===== src/rtl/uart_tx_sched_if.sv =====
// Requester/transmitter-side signal bundle for uart_tx_sched.
// The scheduler takes the slave view; requesters and the transmitter pins take the master view.
interface uart_tx_sched_if #(
    parameter int NREQ = 4
);

    logic [NREQ-1:0]   Req;
    logic [NREQ*8-1:0] Data;
    logic [NREQ-1:0]   Ack;
    logic [NREQ-1:0]   Sent;
    logic              Err;
    logic              Busy;
    logic              TxEn;
    logic [7:0]        TxData;
    logic              TxDone;

    modport slave (
        input  Req,
        input  Data,
        input  TxDone,
        output Ack,
        output Sent,
        output Err,
        output Busy,
        output TxEn,
        output TxData
    );

    modport master (
        output Req,
        output Data,
        output TxDone,
        input  Ack,
        input  Sent,
        input  Err,
        input  Busy,
        input  TxEn,
        input  TxData
    );

endinterface


===== src/rtl/uart_tx_sched.sv =====
// Round-robin scheduler sharing one UART_tx transmitter among NREQ byte requesters.
// Define UART_TX_SCHED_TIMEOUT_EN to build the per-frame watchdog (TIMEOUT cycles, 16-bit counter).
module uart_tx_sched #(
    parameter int NREQ    = 4,
    parameter int TIMEOUT = 20000
) (
    input  logic           Clk,
    input  logic           Rst_n,
    uart_tx_sched_if.slave bus
);

    localparam int DATA_W = 8;
    localparam int IDX_W  = $clog2(NREQ);

    typedef enum logic [1:0] {
        S_IDLE,
        S_LAUNCH,
        S_WAIT_DONE,
        S_WAIT_CLR
    } state_t;

    state_t            state_q, state_d;
    logic [IDX_W-1:0]  last_q, last_d;
    logic              launch_q, launch_d;
    logic              done_q, done_d;
    logic              txen_q, txen_d;
    logic [DATA_W-1:0] txdata_q, txdata_d;
    logic [NREQ-1:0]   ack_q, ack_d;
    logic [NREQ-1:0]   sent_q, sent_d;
    logic              err_q, err_d;
    logic              grant_vld;
    logic [IDX_W-1:0]  grant_idx;
    logic              timeout;

    if (NREQ < 2 || NREQ > 8 || TIMEOUT < 1 || TIMEOUT > 65535) begin : g_param_err
        $error("uart_tx_sched: NREQ or TIMEOUT out of range");
    end

    // Rotating priority: the requester just after the last grant is looked at first.
    always_comb begin
        grant_vld = 1'b0;
        grant_idx = last_q;
        for (int k = 1; k <= NREQ; k++) begin
            if (!grant_vld && bus.Req[(int'(last_q) + k) % NREQ]) begin
                grant_vld = 1'b1;
                grant_idx = IDX_W'((int'(last_q) + k) % NREQ);
            end
        end
    end

`ifdef UART_TX_SCHED_TIMEOUT_EN
    logic [15:0] wd_q, wd_d;

    // Held at zero outside the wait states, so it starts from zero on entry to WAIT_DONE.
    always_comb begin
        wd_d = '0;
        if (state_q == S_WAIT_DONE || state_q == S_WAIT_CLR) begin
            wd_d = wd_q + 16'd1;
        end
    end

    assign timeout = (state_q == S_WAIT_DONE || state_q == S_WAIT_CLR) &&
                     (wd_q == 16'(TIMEOUT - 1));

    always_ff @(posedge Clk or negedge Rst_n) begin
        if (!Rst_n) begin
            wd_q <= '0;
        end else begin
            wd_q <= wd_d;
        end
    end
`else
    assign timeout = 1'b0;
`endif

    always_comb begin
        state_d  = state_q;
        last_d   = last_q;
        launch_d = launch_q;
        done_d   = bus.TxDone;
        txen_d   = txen_q;
        txdata_d = txdata_q;
        ack_d    = '0;
        sent_d   = '0;
        err_d    = 1'b0;

        case (state_q)
            S_IDLE: begin
                txen_d = 1'b0;
                if (grant_vld) begin
                    txdata_d         = bus.Data[DATA_W*int'(grant_idx) +: DATA_W];
                    ack_d[grant_idx] = 1'b1;
                    txen_d           = 1'b1;
                    last_d           = grant_idx;
                    launch_d         = 1'b0;
                    state_d          = S_LAUNCH;
                end
            end
            // TxEn is held for two cycles so the transmitter's 2-flop synchroniser sees one clean edge.
            S_LAUNCH: begin
                if (launch_q) begin
                    txen_d  = 1'b0;
                    state_d = S_WAIT_DONE;
                end else begin
                    launch_d = 1'b1;
                end
            end
            S_WAIT_DONE: begin
                if (bus.TxDone && !done_q) begin
                    sent_d[last_q] = 1'b1;
                    state_d        = S_WAIT_CLR;
                end
            end
            S_WAIT_CLR: begin
                if (!bus.TxDone) begin
                    state_d = S_IDLE;
                end
            end
            default: begin
                state_d = S_IDLE;
            end
        endcase

        if (timeout) begin
            err_d   = 1'b1;
            sent_d  = '0;
            txen_d  = 1'b0;
            state_d = S_IDLE;
        end
    end

    always_ff @(posedge Clk or negedge Rst_n) begin
        if (!Rst_n) begin
            state_q  <= S_IDLE;
            last_q   <= IDX_W'(NREQ - 1);
            launch_q <= 1'b0;
            done_q   <= 1'b0;
            txen_q   <= 1'b0;
            txdata_q <= '0;
            ack_q    <= '0;
            sent_q   <= '0;
            err_q    <= 1'b0;
        end else begin
            state_q  <= state_d;
            last_q   <= last_d;
            launch_q <= launch_d;
            done_q   <= done_d;
            txen_q   <= txen_d;
            txdata_q <= txdata_d;
            ack_q    <= ack_d;
            sent_q   <= sent_d;
            err_q    <= err_d;
        end
    end

    assign bus.Ack    = ack_q;
    assign bus.Sent   = sent_q;
    assign bus.Err    = err_q;
    assign bus.Busy   = (state_q != S_IDLE);
    assign bus.TxEn   = txen_q;
    assign bus.TxData = txdata_q;

endmodule


===== src/flat_wrapper.sv =====
// flat-port wrapper written by rule: the top's interface ports become plain ports
module uart_tx_sched_flat 
#(
    parameter int NREQ    = 4,
    parameter int TIMEOUT = 20000
)
  (Clk, Rst_n, bus_Req, bus_Data, bus_TxDone, bus_Ack, bus_Sent, bus_Err, bus_Busy, bus_TxEn, bus_TxData);
  uart_tx_sched_if #(.NREQ(NREQ)) bus_i ();
  input  logic Clk;
  input  logic Rst_n;
  input wire logic [$bits(bus_i.Req)-1:0] bus_Req;
  input wire logic [$bits(bus_i.Data)-1:0] bus_Data;
  input wire logic [$bits(bus_i.TxDone)-1:0] bus_TxDone;
  output wire logic [$bits(bus_i.Ack)-1:0] bus_Ack;
  output wire logic [$bits(bus_i.Sent)-1:0] bus_Sent;
  output wire logic [$bits(bus_i.Err)-1:0] bus_Err;
  output wire logic [$bits(bus_i.Busy)-1:0] bus_Busy;
  output wire logic [$bits(bus_i.TxEn)-1:0] bus_TxEn;
  output wire logic [$bits(bus_i.TxData)-1:0] bus_TxData;
  assign bus_i.Req = bus_Req;
  assign bus_i.Data = bus_Data;
  assign bus_i.TxDone = bus_TxDone;
  assign bus_Ack = bus_i.Ack;
  assign bus_Sent = bus_i.Sent;
  assign bus_Err = bus_i.Err;
  assign bus_Busy = bus_i.Busy;
  assign bus_TxEn = bus_i.TxEn;
  assign bus_TxData = bus_i.TxData;
  uart_tx_sched #(.NREQ(NREQ), .TIMEOUT(TIMEOUT)) u_core (.Clk(Clk), .Rst_n(Rst_n), .bus(bus_i));
endmodule

===== config.mk =====
export PLATFORM = sky130hd
export DESIGN_NAME = uart_tx_sched_flat
export DESIGN_NICKNAME = d
export VERILOG_FILES = /design/src/rtl/uart_tx_sched_if.sv /design/src/rtl/uart_tx_sched.sv /design/src/flat_wrapper.sv
export SDC_FILE = /design/constraint.sdc
export NUM_CORES = 1
export LEC_CHECK = 0
export CAP_MARGIN = 40
export CORE_ASPECT_RATIO = 0.5
export CORE_UTILIZATION = 40
export CTS_CLUSTER_DIAMETER = 60
export DETAILED_ROUTE_END_ITERATION = 12
export PLACE_DENSITY = 0.75
export SKIP_LAST_GASP = 1
export SLEW_MARGIN = 20
export SYNTH_ARGS = -nofsm -noshare
export SYNTH_HDL_FRONTEND = slang
export SYNTH_SLANG_ARGS = --single-unit

===== constraint.sdc =====
create_clock -name Clk -period 3 [get_ports Clk]
set_input_delay 0.6 -clock Clk [delete_from_list [all_inputs] [get_ports Clk]]
set_output_delay 0.6 -clock Clk [all_outputs]
set_load 0.02 [all_outputs]

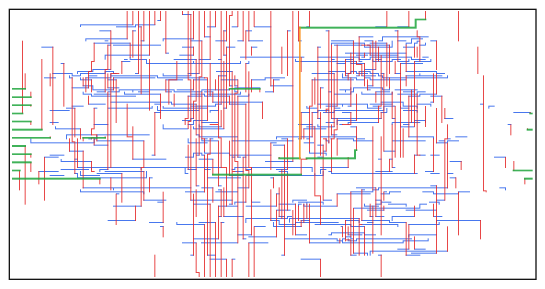
*Signal wires by layer, run 1*
Scale: 6 px per um.
- orange: M4 (wire length 21.8 um)
- red: M2 (wire length 1,610 um)
- blue: M1 (wire length 1,430 um)
- green: M3 (wire length 111 um)
detailed-route wire length: 3.17 mm
GRT Overall Usage: 18.4%
detailed-route wire length per cell: 12.6 um

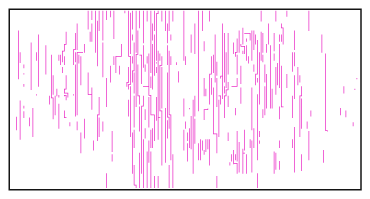
*Met2 routing, run 1*
Scale: 4 px per um.
- share of all routed wire: 51%
- wire length on this layer: 1,610 um
met2 track demand over resource in global routing: 32.0%
overall via count from detail_route: 1,257

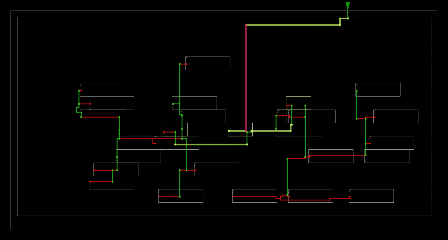
*Clock wiring as the flow saved it, run 1*
flop count: 23
insertion delay to the later sink of the worst-skew pair: 0.26 ns

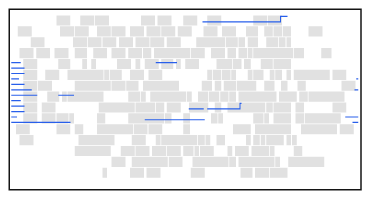
*Metal 3, run 1*
Scale: 4 px per um.
- main direction: horizontal
- wire length on this layer: 111 um
- longest straight run: 19.3 um
- share of all routed wire: 3.5%
global routing usage on met3: 4.75%

==> notes.md, run 1 <==
Main metrics from the flow reports.

The run finished with clean final reports. The async set-reset flop share out of synthesis came out at 100%. Buffers added to address setup during post-CTS repair amount to 0. The final-layout setup total negative slack is 0 ns.

The count of state elements after synthesis is 23. The width of the chip is between 80 and 90 um. The total half-perimeter wirelength after legalization and detailed placement came out at 2.42 mm. The register area share after synthesis came out at 39.5%.

The max-slew check reports its worst relative slack as 55.2%. TritonCTS built the clock tree. Setup repair after global routing left no endpoint under its margin.

The final estimated routing congestion in global placement is 0.764. The overall power of the completed layout is 1960 uW. The count of yosys warnings during synthesis came out at 0. Clock tree synthesis selected as its root buffer the cell sky130_fd_sc_hd__clkbuf_8. The count of flip-flops with a built-in enable after synthesis came out at 0. At the floorplan stage, the core utilization is reported as 42.2%. The CTS report gives the tree buffer count as 3. The critical path is of the register to register type.

The area inside the core boundary came out at 3470 um2. After global routing the overflow that remains totals 0. The clock transition at the registers of the reported paths is 0.08 ns. The detailed route wirelength on metal2 is between 1.5 and 2 mm.

Per the run summary, max-cap violations total 0. The clock net sink count is 23. The net total in the final layout is roughly 250. The final max-slew violation count recorded for this run is 0. The number of global-route vias before repair came out at 1,182.

Per the detail_route log, the uppermost layer with routed signals is met4. The synthesized area divided by synthesized cell count is 9.89 um2. By instance count after routing, the leading logic cell types are 56 x sky130_fd_sc_hd__clkdlybuf4s50_1, 21 x sky130_fd_sc_hd__dfrtp_1, 19 x sky130_fd_sc_hd__mux2i_1. In this run the most used layer during global routing was met2. The routed length on met1 is 1.43 mm. The count of nets left with antenna violations once routing finished came out at 0. The endpoint of the worst hold-timing path is u_core.bus.TxEn. The data arrival at the endpoint of the critical path is roughly 2.9 ns. Grouping stages by cell kind, the critical path spends the most delay in flip-flops. In this run the cell area of the synthesized design comes to 1460 um2.
==> run 1: per-stage QoR <==
step	std cells	setup slack (ns)	hold slack (ns)
detailed placement	248	0.0802	0.552
global route	252	0.0233	0.596
global placement	248	0.178	0.549
CTS	252	0.225	0.573
finish	252	0.223	0.569
floorplan	148	0.515	0.304
==> run 1: sequential cells by signal (all words and copies together), names as in the netlist <==
signal and count:
u_core.bus.Ack 4, u_core.bus.Sent 4, u_core.bus.TxData 8, u_core.bus.TxEn 1, u_core.done_q 1, u_core.last_q 2, u_core.launch_q 1, u_core.state_q 2
==> run 1: cell type report <==
| class | count | area (um2) |
|---|---|---|
| clock buffer | 3 | 41.3 |
| clock inverter | 1 | 5.00 |
| fill | 296 | 1360 |
| inverter | 7 | 26.3 |
| multi-input combinational | 107 | 791 |
| sequential | 23 | 578 |
| tap | 51 | 63.8 |
| timing repair buffer | 60 | 603 |
==> run 1: worst max path at each step <==
stage,cells after the start,endpoint,slack (ns),startpoint
final,8,u_core.bus.TxData[5],0.22,u_core.last_q[0]
after global routing,8,u_core.bus.TxData[1],0.02,u_core.last_q[0]
after CTS,8,u_core.bus.TxData[3],0.22,u_core.last_q[0]
after detailed placement,8,u_core.bus.TxData[3],0.08,bus_Req[2]
after global placement,8,u_core.bus.TxData[6],0.18,bus_Req[2]
after floorplan,10,u_core.bus.TxData[0],0.52,u_core.last_q[0]
==> run 1: power breakdown <==
part / switching [uW] / internal (uW)
Combinational: 631 / 603
Sequential: 94.9 / 443
Clock: 95.6 / 92.6
Total: 822 / 1140
==> run 1: cell families after synthesis <==
logic type / synth area share, %
compound gates: 16.9
fa+ha+maj: 6.84
buf+inv: 6.50
flops: 39.5
mux: 13.8
other cells: 0.256
simple gates: 16.2
==> run 1 -> run 2 <==
Settings changed: SETUP_SLACK_MARGIN set to 0.02.
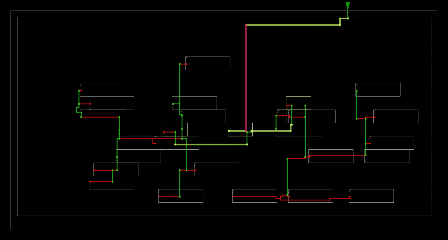
*Clock wiring as the flow saved it, run 2*
Clock net power: 188 uW
number of sinks handled by clock tree synthesis: 23

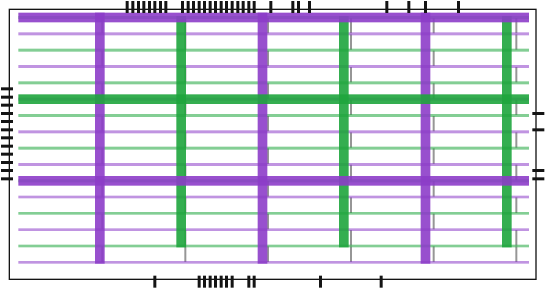
*Supply network, run 2*
Scale: 6 px per um. Pins as bars on the die edge. Tap cells in grey.
- purple: VSS
- green: VDD
- signal pins: 58
- tap cells: 51
- rows: 15
- met4 straps: 6
- met5 straps: 3

==> notes.md, run 2 <==
Main metrics from the flow reports.

STA classifies the critical path startpoint as a register. The number of pins with negative max-slew slack in the final report is 0 (unchanged). The total via count after detailed routing came to 1,257 (unchanged).

The number of max-cap violations came out at 0 (unchanged). The total half-perimeter wirelength after legalization and detailed placement is 2.42 mm (unchanged). After detailed placement, the total cell area comes to 2060 um2. The TritonCTS buffer count came to 3 (unchanged). The flip-flop count of the largest register, all copies and words added was 8 (unchanged). The flow ran to the end, and the final reports show no timing, DRC or antenna violations. The worst hold slack across all endpoints was 0.569 ns (unchanged). Of the cells placed in the final design, the portion with a size suffix greater than 1 is 6.97%.

The largest share of the power goes to combinational cells. The summed standard-cell area reported by yosys came out at 1460 um2. The wire length per cell after detailed routing came to 12.6 um (unchanged).

The number of global-route vias before repair is 1,182 (unchanged). sky130_fd_sc_hd__dfrtp_1 is the most common cell in the netlist. The combinational share of power came out at 63.0% (about the same).

The area inside the core boundary is 3470 um2 (unchanged). The count of non-filler cells in the finished layout was 252 (unchanged). The number of logged tool warnings came out at 32.

The global router's overall resource usage is 18.4% (unchanged). The post-route worst setup slack is 0.223 ns (unchanged). The sequential share of power came to 27.4% (about the same). The register area share after synthesis is 39.5% (unchanged). The combinational-cell power consumption is 1230 uW (about the same). The DRC violation total left in the routed layout is recorded as 0. The later-pin clock latency in the skew report is 0.26 ns (about the same). Setup repair after global routing left no endpoint under its margin. The final estimated routing congestion in global placement is 0.764 (unchanged).

The critical path in this run is classified as register to register. The count of buffers added by post-CTS timing repair for setup came out at 0 (unchanged). The share of total power in the clock network was 9.6% (about the same). The most common logic cells in the final layout are 56 x sky130_fd_sc_hd__clkdlybuf4s50_1, 21 x sky130_fd_sc_hd__dfrtp_1, 19 x sky130_fd_sc_hd__mux2i_1. The worst slack at placement came out at 0.0802 ns (unchanged). STA classifies the critical path endpoint as a register.

The source of the critical timing path is u_core.last_q[0]. The cell internal power dissipation came out at 1140 uW (unchanged). The largest fanout of any net on the critical path is 16. The net switching component of the power came out at 822 uW (unchanged). The clock transition at the registers of the reported paths is 0.08 ns (about the same). The count of state elements after synthesis was 23 (unchanged). The leakage power of the design came out at 0.000888 uW. For the final database, setup skew stands at around 0.0012 ns. The overall power of the completed layout came out at 1960 uW (unchanged). The data arrival at the endpoint of the critical path is 2.89 ns (about the same). The count of flip-flops with a built-in enable after synthesis came out at 0 (unchanged). For the worst min-delay path, the startpoint reported by OpenROAD is u_core.bus.TxEn.

The cell at the root of the clock tree is sky130_fd_sc_hd__clkbuf_8. The number of nets handed over by synthesis was 195. The synthesized area divided by synthesized cell count came out at 9.89 um2 (unchanged). The width of the chip is 87.6 um (unchanged). The remaining global-route overflow is 0 (unchanged). The total wire length after detailed routing came to 3.17 mm (unchanged).

The total sequential power was 538 uW (about the same). The count of yosys warnings during synthesis is 0 (unchanged). The net total in the final layout was 249 (unchanged). Among logic cells in the layout, the one with the most instances is sky130_fd_sc_hd__clkdlybuf4s50_1. The remaining antenna violation count after routing came out at 0 (unchanged). The mapped cell area is 1460 um2 (unchanged). The total of fill cells in the finished design came out at 296 (unchanged). The starting density of the core is 42.2% (unchanged). The final-report setup violation count is 0. The switching power share of the total came out at 41.9% (unchanged). The final-layout setup total negative slack was 0 ns (unchanged).

The number of cells after detailed placement is 248 (unchanged). The worst slew margin relative to its limit came out at 55.2% (unchanged). The async set-reset flop share out of synthesis came out at 100% (unchanged).

TritonCTS built the clock tree.
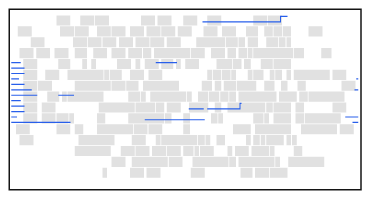
*Metal 3, run 2*
Scale: 4 px per um.

==> run 2: cell counts after synthesis <==
Identical to the previous run, type by type.
==> run 2: final cells by class <==
type	count	area (um2)	share of cell area, %
Sequential cell	23	578	27.4
Clock inverter	1	5.00	0.237
Multi-Input combinational cell	107	791	37.5
Clock buffer	3	41.3	1.96
Inverter	7	26.3	1.25
Timing Repair Buffer	60	603	28.6
Tap cell	51	63.8	3.03
==> run 2: kinds of logic after synthesis <==
logic type / count (synthesis) / share of synthesized area (%)
buffers and inverters: 18 / 6.50
other: 1 / 0.256
AOI/OAI and AO/OA: 33 / 16.9
and+or+nand+nor: 45 / 16.2
muxes: 20 / 13.8
adders and majority gates: 8 / 6.84
DFF: 23 / 39.5
==> run 2: critical path, cell delays in order (launching register included) <==
cell and delay [ns]:
sky130_fd_sc_hd__dfstp_2 0.69, sky130_fd_sc_hd__inv_2 0.09, sky130_fd_sc_hd__ha_1 0.43, sky130_fd_sc_hd__mux2_2 0.36
sky130_fd_sc_hd__o22ai_1 0.14, sky130_fd_sc_hd__nand2_1 0.08, sky130_fd_sc_hd__o21a_1 0.15, sky130_fd_sc_hd__nor2_1 0.51
sky130_fd_sc_hd__a221oi_1 0.17
==> run 2: final timing paths <==
check,to,slack [ns],cells past startpoint
worst max-delay path,u_core.bus.TxData[5],0.22,8
worst max register to register,u_core.bus.TxData[5],0.22,8
worst min register to register,u_core.bus.TxEn,0.57,2
min in group asynchronous,u_core.bus.Sent[0],0.68,2
worst min-delay path,u_core.bus.TxEn,0.57,2
max in group asynchronous,u_core.last_q[0],2.04,2
==> run 2: routing by layer <==
metal  track usage [%]  up-vias  part of all wire, %
met1              23.7      595                   45
met4              3.93        0                 0.66
met5                 0        -                    0
li1                  -      634                    -
met3              4.75        2                  3.5
met2              32.0       26                   51
==> run 2 -> run 3 <==
Settings changed: CORE_MARGIN set to 2.
==> notes.md, run 3 <==
Main metrics from the flow reports.

The flow ran to the end, and the final reports show no timing, DRC or antenna violations. The count of state elements after synthesis was 23 (unchanged). The final setup skew is 0.00336 ns (+0.00212 ns). The remaining antenna violation count after routing was 0 (unchanged). The report puts the hold buffer count at CTS at 0. The maximum buffer depth of the clock tree came out at 2. Among all stages on the critical path, the largest delay is contributed by sky130_fd_sc_hd__dfstp_2. The number of DRC violations after detailed-routing iteration 0 came out at 44. The flip-flop count of the largest register, all copies and words added came to 8 (unchanged). The total half-perimeter wirelength after legalization and detailed placement came out at 2.59 mm (+6.9%). The final-layout setup total negative slack is 0 ns (unchanged). The wire length per cell after detailed routing is 13.8 um (+9.3%). The number of global-route vias before repair came out at 1,261 (+6.7%). The post-synthesis share of cell area spent on and-or and or-and gates came out at 16.9% (unchanged).

The leakage power of the design is 0.000889 uW (+0.13%). The tree is rooted in a sky130_fd_sc_hd__clkbuf_8. The worst slack at placement is 0.0523 ns (-0.0279 ns). The overall power of the completed layout is 1990 uW (+1.6%).

The placed standard-cell area is 2070 um2 (+0.36%). The summed standard-cell area reported by yosys is 1460 um2 (unchanged). The data arrival at the endpoint of the critical path is 2.82 ns (-0.07 ns). The worst setup path is launched from a register. The remaining global-route overflow came out at 0 (unchanged). The final estimated routing congestion in global placement is 0.876 (+15%).

The count of buffers added by post-CTS timing repair for setup was 0 (unchanged). The largest fanout of any net on the critical path was 9 (-7). The commonest non-fill, non-tap cell in the layout is sky130_fd_sc_hd__clkdlybuf4s50_1. Leaving out fill and tap cells, the most frequent cells in the layout are 56 x sky130_fd_sc_hd__clkdlybuf4s50_1, 21 x sky130_fd_sc_hd__dfrtp_1, 19 x sky130_fd_sc_hd__mux2i_1. Setup repair after global routing left no endpoint under its margin. The commonest register cell is sky130_fd_sc_hd__dfrtp_1. The signed area change from the synthesized netlist to the final layout is 44.7%. The TritonCTS buffer count is 3 (unchanged). The clock transition at the registers of the reported paths is 0.09 ns (about the same). The worst VDD IR drop from the latest analysis is roughly 0.38 mV. The async set-reset flop share out of synthesis is 100% (unchanged).

The count of flip-flops with a built-in enable after synthesis is 0 (unchanged). The net total in the final layout is 250 (+0.40%). The met2 usage in global routing is 32.9% (+0.91 points). In this run the critical path is formed by inv_2, ha_1, mux2_2, o22ai_1, nand2_1, o21a_1, nor2_1, a221oi_1. The number of antenna violations at the first check in global routing is 0. The register area share after synthesis is 39.5% (unchanged). Grouping non-sequential cells by family puts the most area in AND-OR/OR-AND gates.

The remaining routing DRC violations is 0 (unchanged). The synthesized-area fraction occupied by xor and xnor cells is 0% (unchanged). The final design area excluding fillers is 2120 um2. The endpoint class of the critical path is a register.

Post-CTS repair ended up resizing 0 cells. In the Yosys stats the netlist draws on 39 distinct library cells. The later-pin clock latency in the skew report is 0.26 ns (about the same).

TritonCTS built the clock tree. The layer flagged by global routing as most heavily used is met2. The number of logged tool warnings is 32 (unchanged). The final-report setup violation count was 0 (unchanged). The global router's overall resource usage came out at 18.0% (-0.38 points).

The count of yosys warnings during synthesis came out at 0 (unchanged). The simple-gate area share of the yosys netlist was 16.2% (unchanged). sky130_fd_sc_hd__dfrtp_1 is the most common cell in the netlist.

In the post-synthesis netlist, the biggest area contributors are sky130_fd_sc_hd__dfrtp_1 36%, sky130_fd_sc_hd__mux2i_1 13%, sky130_fd_sc_hd__ha_1 6.8%, sky130_fd_sc_hd__a221oi_1 5.4%, sky130_fd_sc_hd__nor2_1 4.1%. The worst slew margin relative to its limit came out at 51.1% (-4.1 points). The width of the chip is 89.6 um (+2.3%). The setup path with the least slack is of type register to register. The largest total area in the synthesized netlist belongs to sky130_fd_sc_hd__dfrtp_1. In the synthesized netlist, the number of instances is 148. The final clock period utilization by the worst path came out at 89.9%. The post-route worst setup slack was 0.304 ns (+0.0802 ns). CTS built an H-tree with a depth of 1. The met1 track utilization from global routing is 21.7% (-2.0 points). The number of pins with negative max-slew slack in the final report is 0 (unchanged). The total nets after synthesis came to 195 (unchanged). The number of ports placed on the die boundary came out at ~58.

The area share of fa/ha/maj cells after synthesis came out at 6.84% (unchanged). The biggest cell delay along the critical path is 0.54 ns (-0.15 ns). The number of max-cap violations is 0 (unchanged). The vias per cell came out at around 5.2. The clock net sink count came out at 23 (unchanged). The area inside the core boundary is 3470 um2 (unchanged). The wire length of the first global-routing pass is 5.65 mm. The cell class contributing the biggest share of worst-path delay is simple AND/OR/NAND/NOR gates. The number of buffer and inverter instances along the worst setup path was 1 (unchanged). The starting density of the core is 42.2% (unchanged). The mux share of post-synthesis cell area came to 13.8% (unchanged). The mapped cell area came to 1460 um2 (unchanged). The smallest clock period supported by the final layout is computed as roughly 2.7 ns. The ratio of cells with drive above 1 in the final layout came out at 7.43% (+0.46 points).

The fraction of synthesized cell area taken by the top area cell type came out at 35.9%. The total of fill cells in the finished design came out at 289 (-2.4%). The synthesized area divided by synthesized cell count was 9.89 um2 (unchanged).
-- run 3: path summary, 6_finish.rpt --
path / startpoint / endpoint / slack [ns] / depth (start not counted)
hold / removal: u_core.bus.TxData[0] / u_core.bus.TxData[0] / 0.58 / 2
setup / recovery: u_core.last_q[1] / u_core.bus.TxData[2] / 0.30 / 8
min in group asynchronous: Rst_n / u_core.bus.TxData[2] / 0.67 / 2
setup reg to reg: u_core.last_q[1] / u_core.bus.TxData[2] / 0.30 / 8
max in group asynchronous: Rst_n / u_core.last_q[0] / 2.04 / 2
hold reg to reg: u_core.bus.TxData[0] / u_core.bus.TxData[0] / 0.58 / 2
-- run 3: where the power goes --
group	internal, uW	switching, uW	leakage [uW]
logic	612	672	0.000590
clock network	93.9	103	0.0000217
registers	442	69.8	0.000278
-- run 3: routing by layer --
metal  routed length [um]  part of all wire, %
met1                 1390                   40
met2                 1880                   54
met3                  184                  5.3
met4                   21                 0.60
met5                    0                    0
-- run 3: cell type report --
cell class	count	area (um2)	share of cell area, %
multi-input combinational	107	791	37.3
timing repair buffer	61	611	28.8
sequential	23	578	27.3
tap	51	63.8	3.01
clock buffer	3	41.3	1.95
inverter	7	26.3	1.24
clock inverter	1	7.51	0.354
-- run 3: through the flow --
step | hold slack, ns | utilization [%] | cells
3_3_place_gp | 0.528 | 59.6 | 249
4_1_cts | 0.582 | 61.0 | 253
6_report | 0.578 | 61.0 | 253
5_1_grt | 0.601 | 61.0 | 253
3_5_place_dp | 0.562 | 59.6 | 249
2_1_floorplan | 0.304 | - | 148
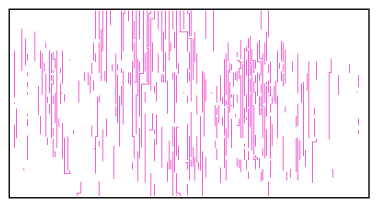
*Met2 routing, run 3*
Scale: 4 px per um.
- longest straight run: 24.1 um
- wire length on this layer: 1,880 um

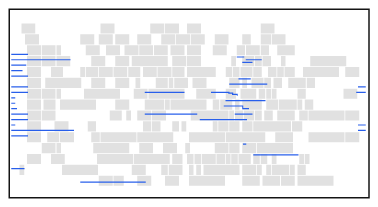
*Metal 3, run 3*
Scale: 4 px per um.
- longest straight run: 16.1 um
- nets with wire on the layer: 30
- wire length on this layer: 185 um
- share of all routed wire: 5.3%
global routing usage on met3: 4.92%
detailed-route wire length: 3.48 mm
overall via count from detail_route: 1,311

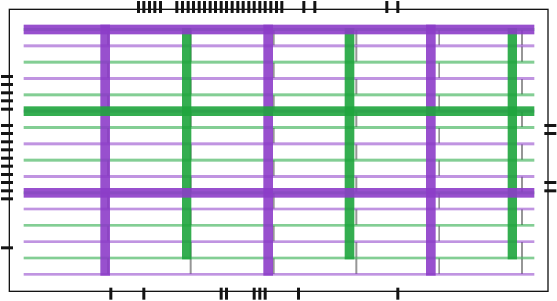
*Supply network, run 3*
Scale: 6 px per um. Pins as bars on the die edge. Tap cells in grey.
- green: VDD
- purple: VSS
- rows: 15
- met1 rails: 16
- met5 straps: 3
- met4 straps: 6

Power figures rest on the tool's default switching activity, not on a simulated workload.
